run_1/met2.png
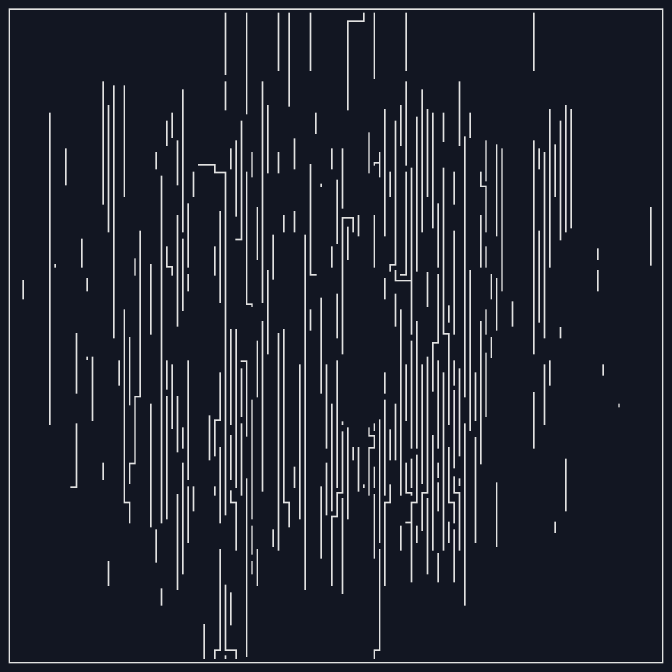
run_1/density.png
11 x 11 tiles, from white (low) to dark blue (high), 0 to 100% covered.
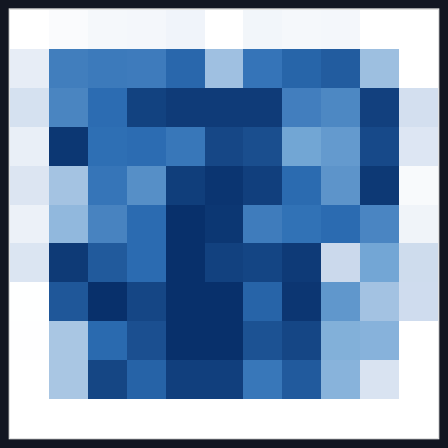
run_1/metal_stack.png
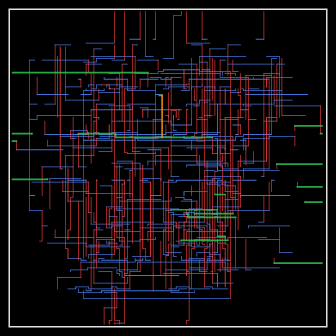
run_1/gate_families.png
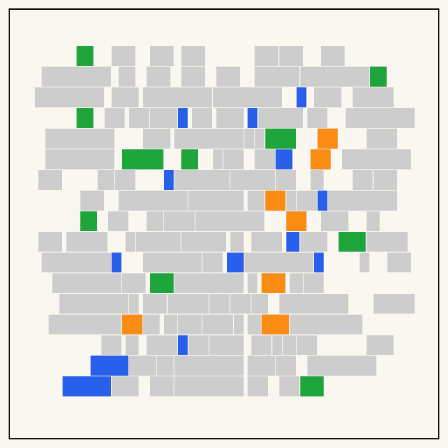
--- src/rtl/slip_pkg.sv ---
// Shared SLIP constants, transmitter state encoding and escape helpers.
// Imported by both the transmitter and the receiver so framing bytes match.
package slip_pkg;

  localparam logic [7:0] CHAR_END     = 8'hC0;
  localparam logic [7:0] CHAR_ESC     = 8'hDB;
  localparam logic [7:0] CHAR_ESC_END = 8'hDC;
  localparam logic [7:0] CHAR_ESC_ESC = 8'hDD;

  typedef enum logic [1:0] {
    ST_IDLE = 2'd0,
    ST_DATA = 2'd1,
    ST_ESC  = 2'd2,
    ST_EOF  = 2'd3
  } tx_state_e;

  function automatic logic is_special(input logic [7:0] b);
    return (b == CHAR_END) || (b == CHAR_ESC);
  endfunction

  // Second byte of the escape pair; non-special bytes pass through unchanged.
  function automatic logic [7:0] esc_suffix(input logic [7:0] b);
    if (b == CHAR_END) return CHAR_ESC_END;
    if (b == CHAR_ESC) return CHAR_ESC_ESC;
    return b;
  endfunction

endpackage

--- src/rtl/slip_tx_if.sv ---
// Byte handshakes of the SLIP transmitter: raw input side and encoded link side.
// slave is the transmitter's view, master the view of whatever drives it.
interface slip_tx_if;
  logic [7:0] din;
  logic       din_rdy;
  logic       din_last;
  logic       din_ack;
  logic [7:0] dout;
  logic       dout_rdy;
  logic       dout_ack;
  logic       frame;

  modport slave (
    input  din, din_rdy, din_last, dout_ack,
    output din_ack, dout, dout_rdy, frame
  );

  modport master (
    output din, din_rdy, din_last, dout_ack,
    input  din_ack, dout, dout_rdy, frame
  );
endinterface

--- src/rtl/slip_tx.sv ---
// SLIP transmitter: wraps raw frame bytes in 0xC0 delimiters and escapes
// 0xC0/0xDB, driving a single registered output slot with ready/ack handshake.
module slip_tx
  import slip_pkg::*;
#(
  parameter bit LEAD_END = 1'b1
) (
  input  logic     clk,
  input  logic     rst_n,
  slip_tx_if.slave tx
);

  // state | meaning
  // IDLE  | waiting for a frame; emits leading 0xC0 when LEAD_END=1
  // DATA  | consuming raw bytes, emitting plain bytes or the escape prefix
  // ESC   | emitting the latched escape suffix
  // EOF   | emitting the trailing 0xC0
  tx_state_e  state_q, state_d;
  logic [7:0] dout_q, dout_d;
  logic       dout_rdy_q, dout_rdy_d;
  logic       frame_q, frame_d;
  logic [7:0] pending_q, pending_d;
  logic       last_q, last_d;
  logic       din_ack;
  logic       slot_free;

  assign slot_free = !dout_rdy_q || tx.dout_ack;

  always_comb begin
    state_d    = state_q;
    dout_d     = dout_q;
    dout_rdy_d = dout_rdy_q && !tx.dout_ack;
    frame_d    = frame_q;
    pending_d  = pending_q;
    last_d     = last_q;
    din_ack    = 1'b0;
    case (state_q)
      ST_IDLE: begin
        if (tx.din_rdy) begin
          if (LEAD_END) begin
            if (slot_free) begin
              dout_d     = CHAR_END;
              dout_rdy_d = 1'b1;
              frame_d    = 1'b1;
              state_d    = ST_DATA;
            end
          end else begin
            frame_d = 1'b1;
            state_d = ST_DATA;
          end
        end
      end
      ST_DATA: begin
        if (tx.din_rdy && slot_free) begin
          din_ack    = 1'b1;
          last_d     = tx.din_last;
          dout_rdy_d = 1'b1;
          if (is_special(tx.din)) begin
            dout_d    = CHAR_ESC;
            pending_d = esc_suffix(tx.din);
            state_d   = ST_ESC;
          end else begin
            dout_d  = tx.din;
            state_d = tx.din_last ? ST_EOF : ST_DATA;
          end
        end
      end
      ST_ESC: begin
        if (slot_free) begin
          dout_d     = pending_q;
          dout_rdy_d = 1'b1;
          state_d    = last_q ? ST_EOF : ST_DATA;
        end
      end
      ST_EOF: begin
        if (slot_free) begin
          dout_d     = CHAR_END;
          dout_rdy_d = 1'b1;
          frame_d    = 1'b0;
          state_d    = ST_IDLE;
        end
      end
      default: state_d = ST_IDLE;
    endcase
  end

  // Reset drops any partial frame outright; no trailing delimiter is sent.
  always_ff @(posedge clk or negedge rst_n) begin
    if (!rst_n) begin
      state_q    <= ST_IDLE;
      dout_q     <= 8'h00;
      dout_rdy_q <= 1'b0;
      frame_q    <= 1'b0;
      pending_q  <= 8'h00;
      last_q     <= 1'b0;
    end else begin
      state_q    <= state_d;
      dout_q     <= dout_d;
      dout_rdy_q <= dout_rdy_d;
      frame_q    <= frame_d;
      pending_q  <= pending_d;
      last_q     <= last_d;
    end
  end

  assign tx.din_ack  = din_ack;
  assign tx.dout     = dout_q;
  assign tx.dout_rdy = dout_rdy_q;
  assign tx.frame    = frame_q;

endmodule

--- src/flat_wrapper.sv ---
// flat-port wrapper written by rule: the top's interface ports become plain ports
module slip_tx_flat import slip_pkg::*;
#(
  parameter bit LEAD_END = 1'b1
)
  (clk, rst_n, tx_din, tx_din_rdy, tx_din_last, tx_dout_ack, tx_din_ack, tx_dout, tx_dout_rdy, tx_frame);
  slip_tx_if tx_i ();
  input  logic clk;
  input  logic rst_n;
  input wire logic [$bits(tx_i.din)-1:0] tx_din;
  input wire logic [$bits(tx_i.din_rdy)-1:0] tx_din_rdy;
  input wire logic [$bits(tx_i.din_last)-1:0] tx_din_last;
  input wire logic [$bits(tx_i.dout_ack)-1:0] tx_dout_ack;
  output wire logic [$bits(tx_i.din_ack)-1:0] tx_din_ack;
  output wire logic [$bits(tx_i.dout)-1:0] tx_dout;
  output wire logic [$bits(tx_i.dout_rdy)-1:0] tx_dout_rdy;
  output wire logic [$bits(tx_i.frame)-1:0] tx_frame;
  assign tx_i.din = tx_din;
  assign tx_i.din_rdy = tx_din_rdy;
  assign tx_i.din_last = tx_din_last;
  assign tx_i.dout_ack = tx_dout_ack;
  assign tx_din_ack = tx_i.din_ack;
  assign tx_dout = tx_i.dout;
  assign tx_dout_rdy = tx_i.dout_rdy;
  assign tx_frame = tx_i.frame;
  slip_tx #(.LEAD_END(LEAD_END)) u_core (.clk(clk), .rst_n(rst_n), .tx(tx_i));
endmodule
--- config.mk ---
export PLATFORM = sky130hd
export DESIGN_NAME = slip_tx_flat
export DESIGN_NICKNAME = d
export VERILOG_FILES = /design/src/rtl/slip_pkg.sv /design/src/rtl/slip_tx_if.sv /design/src/rtl/slip_tx.sv /design/src/flat_wrapper.sv
export SDC_FILE = /design/constraint.sdc
export NUM_CORES = 1
export LEC_CHECK = 0
export CAP_MARGIN = 40
export CORE_MARGIN = 3
export CORE_UTILIZATION = 44
export DETAILED_ROUTE_END_ITERATION = 6
export GPL_TIMING_DRIVEN = 0
export PLACE_DENSITY = 0.73
export SYNTH_ARGS = -nofsm -noshare
export SYNTH_HDL_FRONTEND = slang
export SYNTH_SLANG_ARGS = --single-unit
--- constraint.sdc ---
create_clock -name clk -period 1.73 [get_ports clk]
set_clock_uncertainty 0.1 [all_clocks]
set_input_delay 0.346 -clock clk [delete_from_list [all_inputs] [get_ports clk]]
set_output_delay 0.346 -clock clk [all_outputs]
set_load 0.05 [all_outputs]
==> Changelog: implementation, run 1 <==
## Implementation

- Violations in the final reports: negative setup slack
- Number of antenna violations at the first check in global routing: 0
- Static leakage power: 0.000817 uW
- Std cell rows: 17
- Ys Warns: 0
- Pin count of the biggest net entering global routing: 20
- Outcome: complete, but fails checks
- Slack of the worst reg-to-reg path: -0.04 ns
- Root buffer cell: sky130_fd_sc_hd__clkbuf_4
- Min cycle time layout: between 1.5 and 2 ns
- Number of buffers added by the clock tree synthesis step: 3
- Fill cell instance count of the final layout: 173
- Buffers on Ports: 23
- Final Max Slew Viols: 0
- Die boundary height: 56.4 um
- Die Span X: ~56 um
- TritonCTS clock tree: done
- Number of instances in the synthesized netlist: 107
- Total half-perimeter wirelength after legalization and detailed placement: 1780 um
- Maximum fanout count along the critical path: 5
- Share of layout cells above drive strength 1: 0.383
- RSZ-0062 raised after global routing: true
- DRT Pass-1 Iters: 4
- First-pass GRT wire length: 4450 um
- Type of the worst min-delay path: in -> async
- Peak supply drop: 0.00126 V
- Post-synthesis cell count from yosys: roughly 110
- Worst Path Required: between 1 and 1.5 ns
- Worst reg2reg path endpoint: u_core.tx.dout[6]
- Number of max-cap violations: 0
- DRT iter0 DRCs: 11
- Via count of the first global-routing pass: 982
- Diode count: 0
- Portion of total power attributed to the clock network: 0.078
- Worst slew margin relative to its limit: 0.661
- Library cells used by synthesis: 31
- Slew of the pin with the lowest slew margin: 0.511 ns
- Worst setup timing slack at the placement stage: -0.767 ns
- Comb power frac: 0.670
- Type of element launching the critical path: flop
- Achievable clock frequency: around 560 MHz
- CTS Buffer Depth: 2
- Post-route worst setup slack: -0.0522 ns
- Via density: about 5.7
- CTS Sinks: 21
- Count of final setup violators: 2
Notes on met2.png above:
longest straight run: 30.6 um
share of all routed wire: 52%
main direction: vertical
wire length on this layer: 1520 um
nets with wire on the layer: 150
vias after detailed routing: 1007
Detailed Route WL: 2900 um

Notes on density.png above:
mean over tiles: 52%
densest ninth of the die: centre
nearly empty tiles: 17%
tiles over 75% full: 40%
final standard cell utilization of the core: 0.733
floorplan core area: 0.00232 mm2
floorplan-stage core utilization: 0.482

Notes on metal_stack.png above:
[green] met3 | wire length: 124 um
[blue] met1 | wire length: 1250 um
[red] met2 | wire length: 1520 um
[orange] met4 | wire length: 7.50 um
routed len/inst: 16.4 um
all-layer global routing usage: 0.177

Notes on gate_families.png above:
[blue] NAND gates | cells: 13 | most used: nand2_1
[green] AND and OR gates | cells: 10 | most used: or2_2
[orange] AND-OR and OR-AND gates | cells: 7 | most used: a21o_1
post-layout instance count excluding filler cells: 177
combinational share of cell area: 0.423
Top cell excl fill/tap: sky130_fd_sc_hd__dfrtp_1

run 1: final cells by class:
| class | instances | area [um2] | share of cell area |
|---|---|---|---|
| inverter | 7 | 26.3 | 0.0155 |
| buffer | 2 | 8.76 | 0.00515 |
| multi-input combinational | 77 | 718 | 0.423 |
| clock buffer | 4 | 26.3 | 0.0155 |
| sequential | 21 | 528 | 0.311 |
| tap | 28 | 35.0 | 0.0206 |
| timing repair buffer | 38 | 357 | 0.210 |
run 1: power by group through the flow:
stage | clock network (uW) | registers, uW | logic (uW)
global route | 257 | 786 | 2170
detailed placement | 0 | 771 | 1530
global placement | 0 | 760 | 1510
CTS | 237 | 745 | 1670
floorplan | 0 | 1140 | 715
finish | 238 | 764 | 2030
run 1: routing by layer:
metal  part of all wire  GRT usage
met1               0.43      0.223
met2               0.52      0.301
met3              0.043     0.0575
met4             0.0024     0.0271
met5                  0          0
run 1: per-stage QoR:
| stage | power (uW) | hold WS, ns | utilization | area [um2] |
|---|---|---|---|---|
| floorplan | 1850 | -0.0496 | - | 1140 |
| CTS | 2650 | 0.120 | 0.659 | 1530 |
| finish | 3040 | 0.107 | 0.733 | 1700 |
| detailed placement | 2300 | 0.355 | 0.614 | 1420 |
| global placement | 2270 | 0.352 | 0.608 | 1410 |
| global route | 3210 | 0.110 | 0.733 | 1700 |
run 1: cells in the mapped netlist (all sizes together):
library cell / instances / area share
a21boi: 1 / 0.0067
a21o: 5 / 0.034
a21oi: 4 / 0.021
a22o: 1 / 0.0078
a22oi: 6 / 0.040
and2: 2 / 0.011
and2b: 1 / 0.0090
clkbuf: 2 / 0.0067
dfrtp: 21 / 0.47
ha: 5 / 0.056
inv: 7 / 0.024
mux2: 3 / 0.030
mux2i: 7 / 0.063
nand2: 8 / 0.027
nand2b: 2 / 0.011
nand3: 2 / 0.0090
nand4: 1 / 0.0056
nor2: 3 / 0.010
nor2b: 5 / 0.028
nor3: 1 / 0.0090
o21ai: 6 / 0.027
o22ai: 2 / 0.011
o31ai: 2 / 0.013
o32a: 1 / 0.0090
o41ai: 2 / 0.016
or2: 5 / 0.028
or4: 1 / 0.0067
or4bb: 1 / 0.010
run 1: worst max-delay path, cell delays in order, from the launching register on:
cell and delay [ns]:
sky130_fd_sc_hd__dfrtp_1 0.43, sky130_fd_sc_hd__inv_2 0.10, sky130_fd_sc_hd__ha_4 0.18, sky130_fd_sc_hd__nand3_4 0.09
sky130_fd_sc_hd__inv_2 0.09, sky130_fd_sc_hd__buf_8 0.14
run 1: worst max-delay path by stage:
| stage | start | end | slack (ns) |
|---|---|---|---|
| after floorplan | tx_din[5] | u_core.pending_q[0] | -0.03 |
| after global placement | tx_dout_ack | tx_din_ack | -0.75 |
| after detailed placement | tx_dout_ack | tx_din_ack | -0.77 |
| after CTS | u_core.state_q[1] | tx_din_ack | -0.17 |
| after global routing | u_core.state_q[1] | tx_din_ack | -0.10 |
| final | u_core.state_q[1] | tx_din_ack | -0.05 |
run 1: logic make-up after synthesis:
kind of cell	Yosys count	synth area share
simple gates	32	0.165
compound gates	30	0.186
flops	21	0.470
mux	10	0.0929
buf+inv	9	0.0302
fa+ha+maj	5	0.0560
--- run 2 (diff from run 1) ---
- RECOVER_POWER: unset -> 100
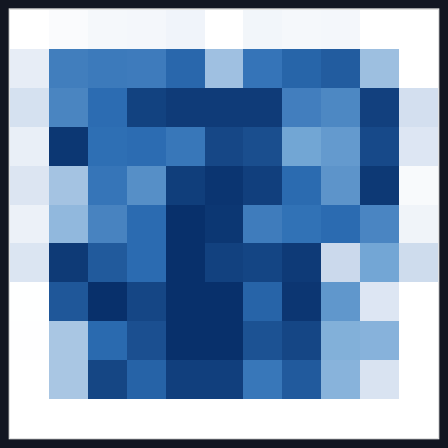
run_2/density.png
11 x 11 tiles, from white (low) to dark blue (high), 0 to 100% covered.
mean over tiles: 52%
fullest tile: 100%
tiles over 75% full: 40%
final standard cell utilization of the core: 0.728

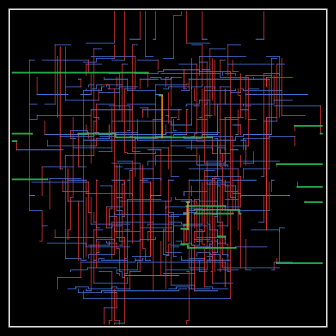
run_2/metal_stack.png
[orange] met4 | wire length: 12.2 um
[red] met2 | wire length: 1530 um
[blue] met1 | wire length: 1230 um
[green] met3 | wire length: 127 um
Detailed Route WL: 2890 um
vias after detailed routing: 1009
routed len/inst: 16.3 um

==> Changelog: implementation, run 2 <==
## Implementation

- Total power density per cell area: 1800 mW/mm2 (was 1790 mW/mm2)
- Achievable clock frequency: 560 MHz (was 561 MHz)
- Ys flop type: sky130_fd_sc_hd__dfrtp_1 (unchanged)
- Number of max-cap violations: 0 (unchanged)
- Biggest area cells: sky130_fd_sc_hd__dfrtp_1 (47%), sky130_fd_sc_hd__mux2i_1 (6.3%), sky130_fd_sc_hd__ha_1 (5.6%), sky130_fd_sc_hd__a22oi_1 (4.0%), sky130_fd_sc_hd__a21o_1 (3.4%) (unchanged)
- Buffers on Ports: 23 (unchanged)
- Share of layout cells above drive strength 1: 0.376 (was 0.383)
- Critical-path cell list: inv_2 -> ha_4 -> nand3_4 -> inv_2 -> buf_8 (unchanged)
- Count of final setup violators: 2 (unchanged)
- RSZ-0062 raised after global routing: true (unchanged)
- Total half-perimeter wirelength after legalization and detailed placement: 1780 um (unchanged)
- CTS Buffer Depth: 2 (unchanged)
- First-pass GRT wire length: 4450 um (unchanged)
- Cell taking the most area after synthesis: sky130_fd_sc_hd__dfrtp_1 (unchanged)
- CP max stage cell: sky130_fd_sc_hd__dfrtp_1 (unchanged)
- Type of the worst min-delay path: in -> async (unchanged)
- TritonCTS clock tree: done (unchanged)
- Post-synthesis cell count from yosys: 107 (unchanged)
- Library cells used by synthesis: 31 (unchanged)
- Root buffer cell: sky130_fd_sc_hd__clkbuf_4 (unchanged)
- Min cycle time layout: 1.78 ns (about the same)
- Commonest cells post-synth: sky130_fd_sc_hd__dfrtp_1 (21), sky130_fd_sc_hd__nand2_1 (8), sky130_fd_sc_hd__inv_1 (7), sky130_fd_sc_hd__mux2i_1 (7), sky130_fd_sc_hd__a22oi_1 (6) (unchanged)
- Top cell excl fill/tap: sky130_fd_sc_hd__dfrtp_1 (unchanged)
- Async set-or-reset flop fraction in the synthesized netlist: 1.00 (unchanged)
- Proportion of netlist area held by the largest area contributor: 0.470 (unchanged)
- Floorplan core area: 0.00232 mm2 (unchanged)
- DRT antenna net count: 0 (unchanged)
- Post-CTS Hold Fix Bufs: 0 (unchanged)
- Overall power consumption: 3030 uW (was 3040 uW)
- Dominant cell type by count on the critical path: sky130_fd_sc_hd__inv_2 (unchanged)
- Slew of the pin with the lowest slew margin: 1.03 ns (was 0.511 ns)
- Std cell rows: 17 (unchanged)
- Worst Path Required: 1.28 ns (about the same)
- Type of element launching the critical path: flop (unchanged)
- Floorplan-stage core utilization: 0.482 (unchanged)
- # IOs: 24 (unchanged)
- DRT Pass-1 Iters: 4 (unchanged)
- Post-route worst setup slack: -0.0550 ns (was -0.0522 ns)
- DRT iter0 DRCs: 16 (was 11)
- Via density: 5.70 (was 5.69)
- Flip-flops with a built-in enable: 0 (unchanged)
- Placed Instance Area: 0.00142 mm2 (unchanged)
- Outcome: complete, but fails checks (unchanged)
- Worst Path Buf+Inv: 3 (unchanged)
- Top Family by Delay on Critical Path: flip-flops (unchanged)
- Post-layout instance count excluding filler cells: 177 (unchanged)
- Die Span X: 56.4 um (unchanged)
- Number of OpenROAD warnings: 33 (unchanged)
- Ys Warns: 0 (unchanged)
- Violations in the final reports: negative setup slack (unchanged)
- Via count of the first global-routing pass: 982 (unchanged)
- CTS Sinks: 21 (unchanged)
- Per-instance average area after synthesis: 10.4 um2 (unchanged)
- Worst r2r src: u_core.state_q[0] (unchanged)
- Post-synthesis cell type with the largest instance count: sky130_fd_sc_hd__dfrtp_1 (unchanged)
- Final Max Slew Viols: 0 (unchanged)
- All-layer global routing usage: 0.177 (unchanged)
- Number of antenna violations at the first check in global routing: 0 (unchanged)
- Floorplan Nets: 125 (unchanged)
- Peak supply drop: 0.00126 V (about the same)
- Diode count: 0 (unchanged)
- Path type of the worst setup path: reg -> out (unchanged)
- Worst reg2reg path endpoint: u_core.tx.dout[6] (unchanged)
- Number of buffers added by the clock tree synthesis step: 3 (unchanged)
- Worst slew margin relative to its limit: 0.314 (was 0.661)
- Remaining design rule violation count: 0 (unchanged)
- CP peak stage delay: 0.43 ns (about the same)
- Chip area in the Yosys report: 0.00112 mm2 (unchanged)
- Number of instances in the synthesized netlist: 107 (unchanged)
- Slack of the worst reg-to-reg path: -0.04 ns (about the same)
- Cell area after layout: 0.00169 mm2 (was 0.00170 mm2)
- Maximum fanout count along the critical path: 5 (unchanged)
- Die boundary height: 56.4 um (unchanged)
- Pin count of the biggest net entering global routing: 20 (unchanged)
- Final hold viol count: 0 (unchanged)
- Static leakage power: 0.000811 uW (was 0.000817 uW)
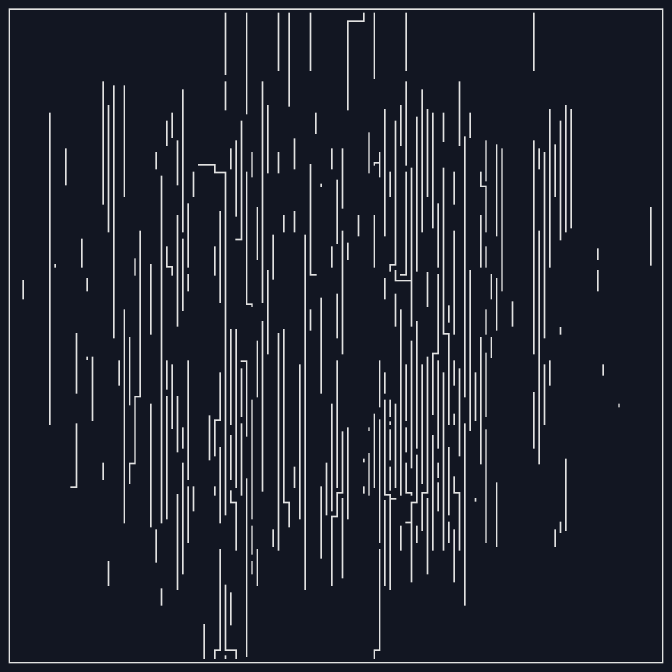
run_2/met2.png
nets with wire on the layer: 150
share of all routed wire: 53%
met2 usage in global routing: 0.301

run 2: worst register-to-register path, cell delays in order, from the launching register on:
cell and delay (ns):
sky130_fd_sc_hd__dfrtp_2 0.46, sky130_fd_sc_hd__inv_2 0.11, sky130_fd_sc_hd__ha_2 0.23, sky130_fd_sc_hd__inv_1 0.07, sky130_fd_sc_hd__o21ai_2 0.26, sky130_fd_sc_hd__o31ai_4 0.12
sky130_fd_sc_hd__mux2_4 0.30
run 2: area by class of cell:
class	count	area, um2
clock buffers	4	26.3
multi-input cells	77	718
repair buffers	38	345
inverters	7	26.3
plain buffers	2	8.76
well taps	28	35.0
fillers	175	631
flip-flops and latches	21	528
run 2: metrics by stage:
step	setup slack, ns	utilization	hold WS, ns
after floorplan	-0.0293	-	-0.0496
after global placement	-0.750	0.608	0.352
after detailed placement	-0.767	0.614	0.355
after CTS	-0.168	0.659	0.120
after global routing	-0.103	0.728	0.163
final	-0.0550	0.728	0.157
run 2: how the worst max path moves through the flow:
stage	from	endpoint	slack, ns	cells past startpoint
4_1_cts	u_core.state_q[1]	tx_din_ack	-0.17	5
5_1_grt	u_core.state_q[1]	tx_din_ack	-0.10	5
2_1_floorplan	tx_din[5]	u_core.pending_q[0]	-0.03	4
3_3_place_gp	tx_dout_ack	tx_din_ack	-0.75	5
3_5_place_dp	tx_dout_ack	tx_din_ack	-0.77	5
6_report	u_core.state_q[1]	tx_din_ack	-0.05	5
run 2: logic make-up (layout without fill, tap and decap cells):
kind of cell	after synthesis	in the layout	synth area share
buf+inv	9	51	0.0302
mux	10	10	0.0929
fa+ha+maj	5	5	0.0560
compound gates	30	30	0.186
flops	21	21	0.470
simple gates	32	32	0.165
run 2: where the power goes:
part	switching [uW]	internal (uW)
clock	148	90.2
sequential	106	659
combinational	1160	874
total	1410	1620
run 2: timing repair:
action | in CTS | in global routing
resized | 40 | 29
setup buffers | 6 | 8
endpoints found under the setup margin | 29 | 18
hold endpoints to repair | 0 | 0
pin swaps | 4 | 8
run 2: layer usage:
layer	vias up	track usage	part of all wire
met5	-	0	0
met4	0	0.0271	0.0042
met3	4	0.0575	0.044
met2	29	0.301	0.53
met1	507	0.223	0.42
li1	469	-	-
--- run 3 (diff from run 2) ---
- CAP_MARGIN: 40 -> 20
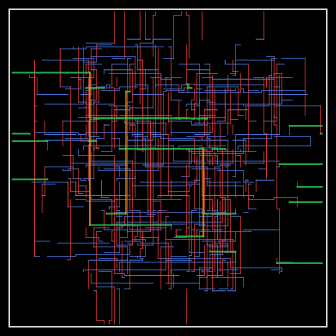
run_3/metal_stack.png
[blue] met1 | wire length: 1300 um
[orange] met4 | wire length: 64.6 um
[red] met2 | wire length: 1440 um
[green] met3 | wire length: 138 um
routed len/inst: 16.6 um
vias after detailed routing: 1019

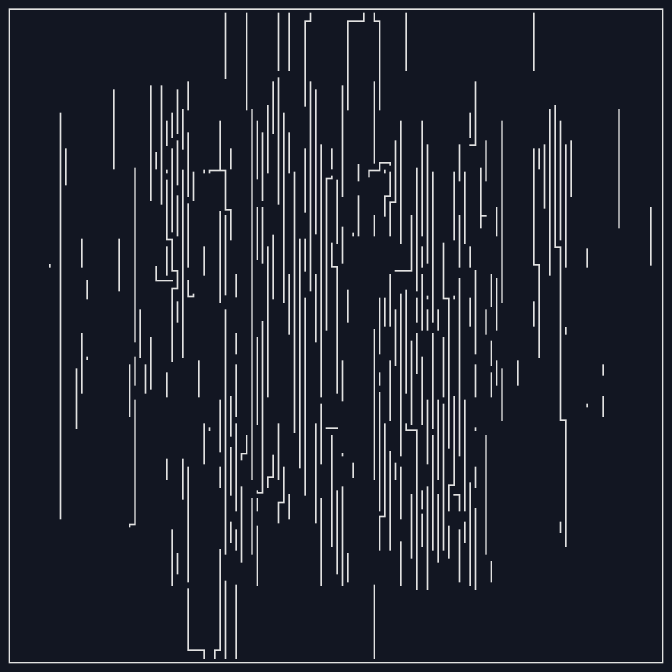
run_3/met2.png
longest straight run: 35.0 um
share of all routed wire: 49%
wire length on this layer: 1440 um
main direction: vertical
met2 usage in global routing: 0.297
Detailed Route WL: 2950 um

==> Changelog: implementation, run 3 <==
## Implementation

- Min cycle time layout: 1.78 ns (about the same)
- Final hold viol count: 0 (unchanged)
- DRT Pass-1 Iters: 4 (unchanged)
- Number of instances in the synthesized netlist: 107 (unchanged)
- RSZ-0062 raised after global routing: true (unchanged)
- Remaining design rule violation count: 0 (unchanged)
- Final Max Slew Viols: 0 (unchanged)
- Chip area in the Yosys report: 0.00112 mm2 (unchanged)
- Post-synthesis cell count from yosys: 107 (unchanged)
- Per-instance average area after synthesis: 10.4 um2 (unchanged)
- Ys flop type: sky130_fd_sc_hd__dfrtp_1 (unchanged)
- Post-synthesis cell type with the largest instance count: sky130_fd_sc_hd__dfrtp_1 (unchanged)
- Pin count of the biggest net entering global routing: 22 (was 20)
- Number of OpenROAD warnings: 33 (unchanged)
- Via density: 5.76 (was 5.70)
- Achievable clock frequency: 563 MHz (was 560 MHz)
- Async set-or-reset flop fraction in the synthesized netlist: 1.00 (unchanged)
- Hold slack: 0.344 ns (was 0.157 ns)
- Cell taking the most area after synthesis: sky130_fd_sc_hd__dfrtp_1 (unchanged)
- Count of final setup violators: 7 (was 2)
- Die boundary height: 56.4 um (unchanged)
- Die Span X: 56.4 um (unchanged)
- Maximum fanout count along the critical path: 6 (was 5)
- Overall power consumption: 2980 uW (was 3030 uW)
- Path type of the worst setup path: in -> out (was reg -> out)
- Violations in the final reports: negative setup slack (unchanged)
- Type of element launching the critical path: primary input (was flop)
- Biggest area cells: sky130_fd_sc_hd__dfrtp_1 (47%), sky130_fd_sc_hd__mux2i_1 (6.3%), sky130_fd_sc_hd__ha_1 (5.6%), sky130_fd_sc_hd__a22oi_1 (4.0%), sky130_fd_sc_hd__a21o_1 (3.4%) (unchanged)
- Peak supply drop: 0.00120 V (was 0.00126 V)
- Proportion of netlist area held by the largest area contributor: 0.470 (unchanged)
- Worst slew margin relative to its limit: 0.347 (was 0.314)
- Worst Path Required: 1.28 ns (about the same)
- # IOs: 24 (unchanged)
- Ys Warns: 0 (unchanged)
- Buffers on Ports: 23 (unchanged)
- Post-route worst setup slack: -0.0478 ns (was -0.0550 ns)
- Number of max-cap violations: 0 (unchanged)
- Number of buffers added by the clock tree synthesis step: 3 (unchanged)
- DRT antenna net count: 0 (unchanged)
- Commonest cells post-synth: sky130_fd_sc_hd__dfrtp_1 (21), sky130_fd_sc_hd__nand2_1 (8), sky130_fd_sc_hd__inv_1 (7), sky130_fd_sc_hd__mux2i_1 (7), sky130_fd_sc_hd__a22oi_1 (6) (unchanged)
- Worst setup timing slack at the placement stage: -0.763 ns (was -0.767 ns)
- Number of antenna violations at the first check in global routing: 0 (unchanged)
- CTS Sinks: 21 (unchanged)
- CTS Buffer Depth: 2 (unchanged)
- Outcome: complete, but fails checks (unchanged)
- Total half-perimeter wirelength after legalization and detailed placement: 1750 um (was 1780 um)
- Root buffer cell: sky130_fd_sc_hd__clkbuf_4 (unchanged)
- Diode count: 0 (unchanged)
- Slew of the pin with the lowest slew margin: 0.976 ns (was 1.03 ns)
- First-pass GRT wire length: 4510 um (was 4450 um)
- Library cells used by synthesis: 31 (unchanged)
- Share of layout cells above drive strength 1: 0.383 (was 0.376)
- Floorplan core area: 0.00232 mm2 (unchanged)
- TritonCTS clock tree: done (unchanged)
- Type of the worst min-delay path: in -> reg (was in -> async)
- Via count of the first global-routing pass: 952 (was 982)
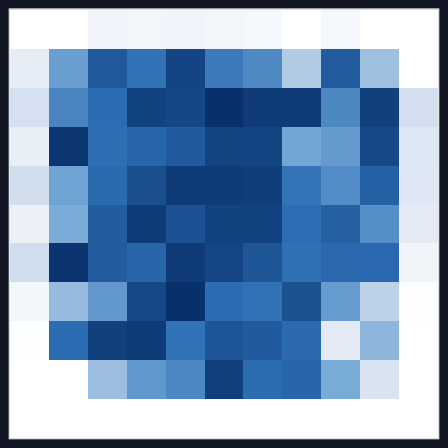
run_3/density.png
11 x 11 tiles, from white (low) to dark blue (high), 0 to 100% covered.
tiles over 75% full: 41%
nearly empty tiles: 19%
emptiest ninth of the die: south-east
fullest tile: 100%
mean over tiles: 51%
final standard cell utilization of the core: 0.718

run 3: cell types whose count changed in the layout (fill, tap and decap cells not counted), sizes merged:
| cell | change |
|---|---|
| buf | -1 |
| dlymetal6s2s | +1 |
| dlygate4sd2 | -1 |
| clkbuf | +1 |
| clkdlybuf4s15 | -1 |
| clkinvlp | +1 |
run 3: path summary, 6_finish.rpt:
| kind | to | depth (start not counted) | start | slack (ns) |
|---|---|---|---|---|
| max reg2reg | u_core.tx.dout[6] | 6 | u_core.state_q[0] | -0.02 |
| min in group asynchronous | u_core.pending_q[6] | 1 | rst_n | 0.51 |
| min | u_core.pending_q[0] | 2 | tx_din[0] | 0.34 |
| max in group asynchronous | u_core.state_q[0] | 1 | rst_n | 0.37 |
| min reg2reg | u_core.pending_q[7] | 1 | u_core.pending_q[7] | 0.38 |
| max | tx_din_ack | 5 | tx_dout_ack | -0.05 |
run 3: routing by layer:
metal / GRT usage / up-vias / part of all wire
met5: 0 / - / 0
met4: 0.0407 / 0 / 0.022
met3: 0.0529 / 7 / 0.047
met2: 0.297 / 30 / 0.49
met1: 0.232 / 513 / 0.44
li1: - / 469 / -
run 3: worst max-delay path, cell delays in order:
cell                              delay [ns]
sky130_fd_sc_hd__clkdlybuf4s50_1        0.47
sky130_fd_sc_hd__nand2b_4               0.20
sky130_fd_sc_hd__nand3_4                0.09
sky130_fd_sc_hd__inv_2                  0.08
sky130_fd_sc_hd__buf_8                  0.14
run 3: logic make-up after synthesis:
kind of cell / share of synthesized area
muxes: 0.0929
DFF: 0.470
buffers and inverters: 0.0302
AOI/OAI and AO/OA: 0.186
adders and majority gates: 0.0560
and+or+nand+nor: 0.165
run 3: report_power, final:
group	internal, uW	switching (uW)	total [uW]
clock	88.6	168	257
combinational	816	1150	1960
sequential	658	105	763
total	1560	1420	2980
run 3: what timing repair did:
| action | 4_1_cts | 5_1_grt |
|---|---|---|
| endpoints found under the setup margin | 29 | 18 |
| pin swaps | 3 | 8 |
| cloned | 0 | 0 |
| buffers inserted | 8 | 7 |
| gates resized | 31 | 34 |
run 3: per-stage QoR:
| step | area, um2 | setup TNS (ns) | instances |
|---|---|---|---|
| detailed placement | 1410 | -7.99 | 158 |
| global placement | 1410 | -7.65 | 158 |
| finish | 1660 | -0.0904 | 177 |
| floorplan | 1140 | -0.0293 | 107 |
| global route | 1660 | -0.802 | 177 |
| CTS | 1510 | -0.362 | 170 |
run 3: final cells by class:
| cell class | instances | area, um2 |
|---|---|---|
| multi-input cells | 77 | 701 |
| fillers | 173 | 654 |
| flip-flops and latches | 21 | 528 |
| repair buffers | 38 | 335 |
| well taps | 28 | 35.0 |
| inverters | 7 | 26.3 |
| clock buffers | 3 | 22.5 |
| plain buffers | 2 | 8.76 |
| clock inverters | 1 | 7.51 |
Power is estimated from default activity; no workload was simulated.
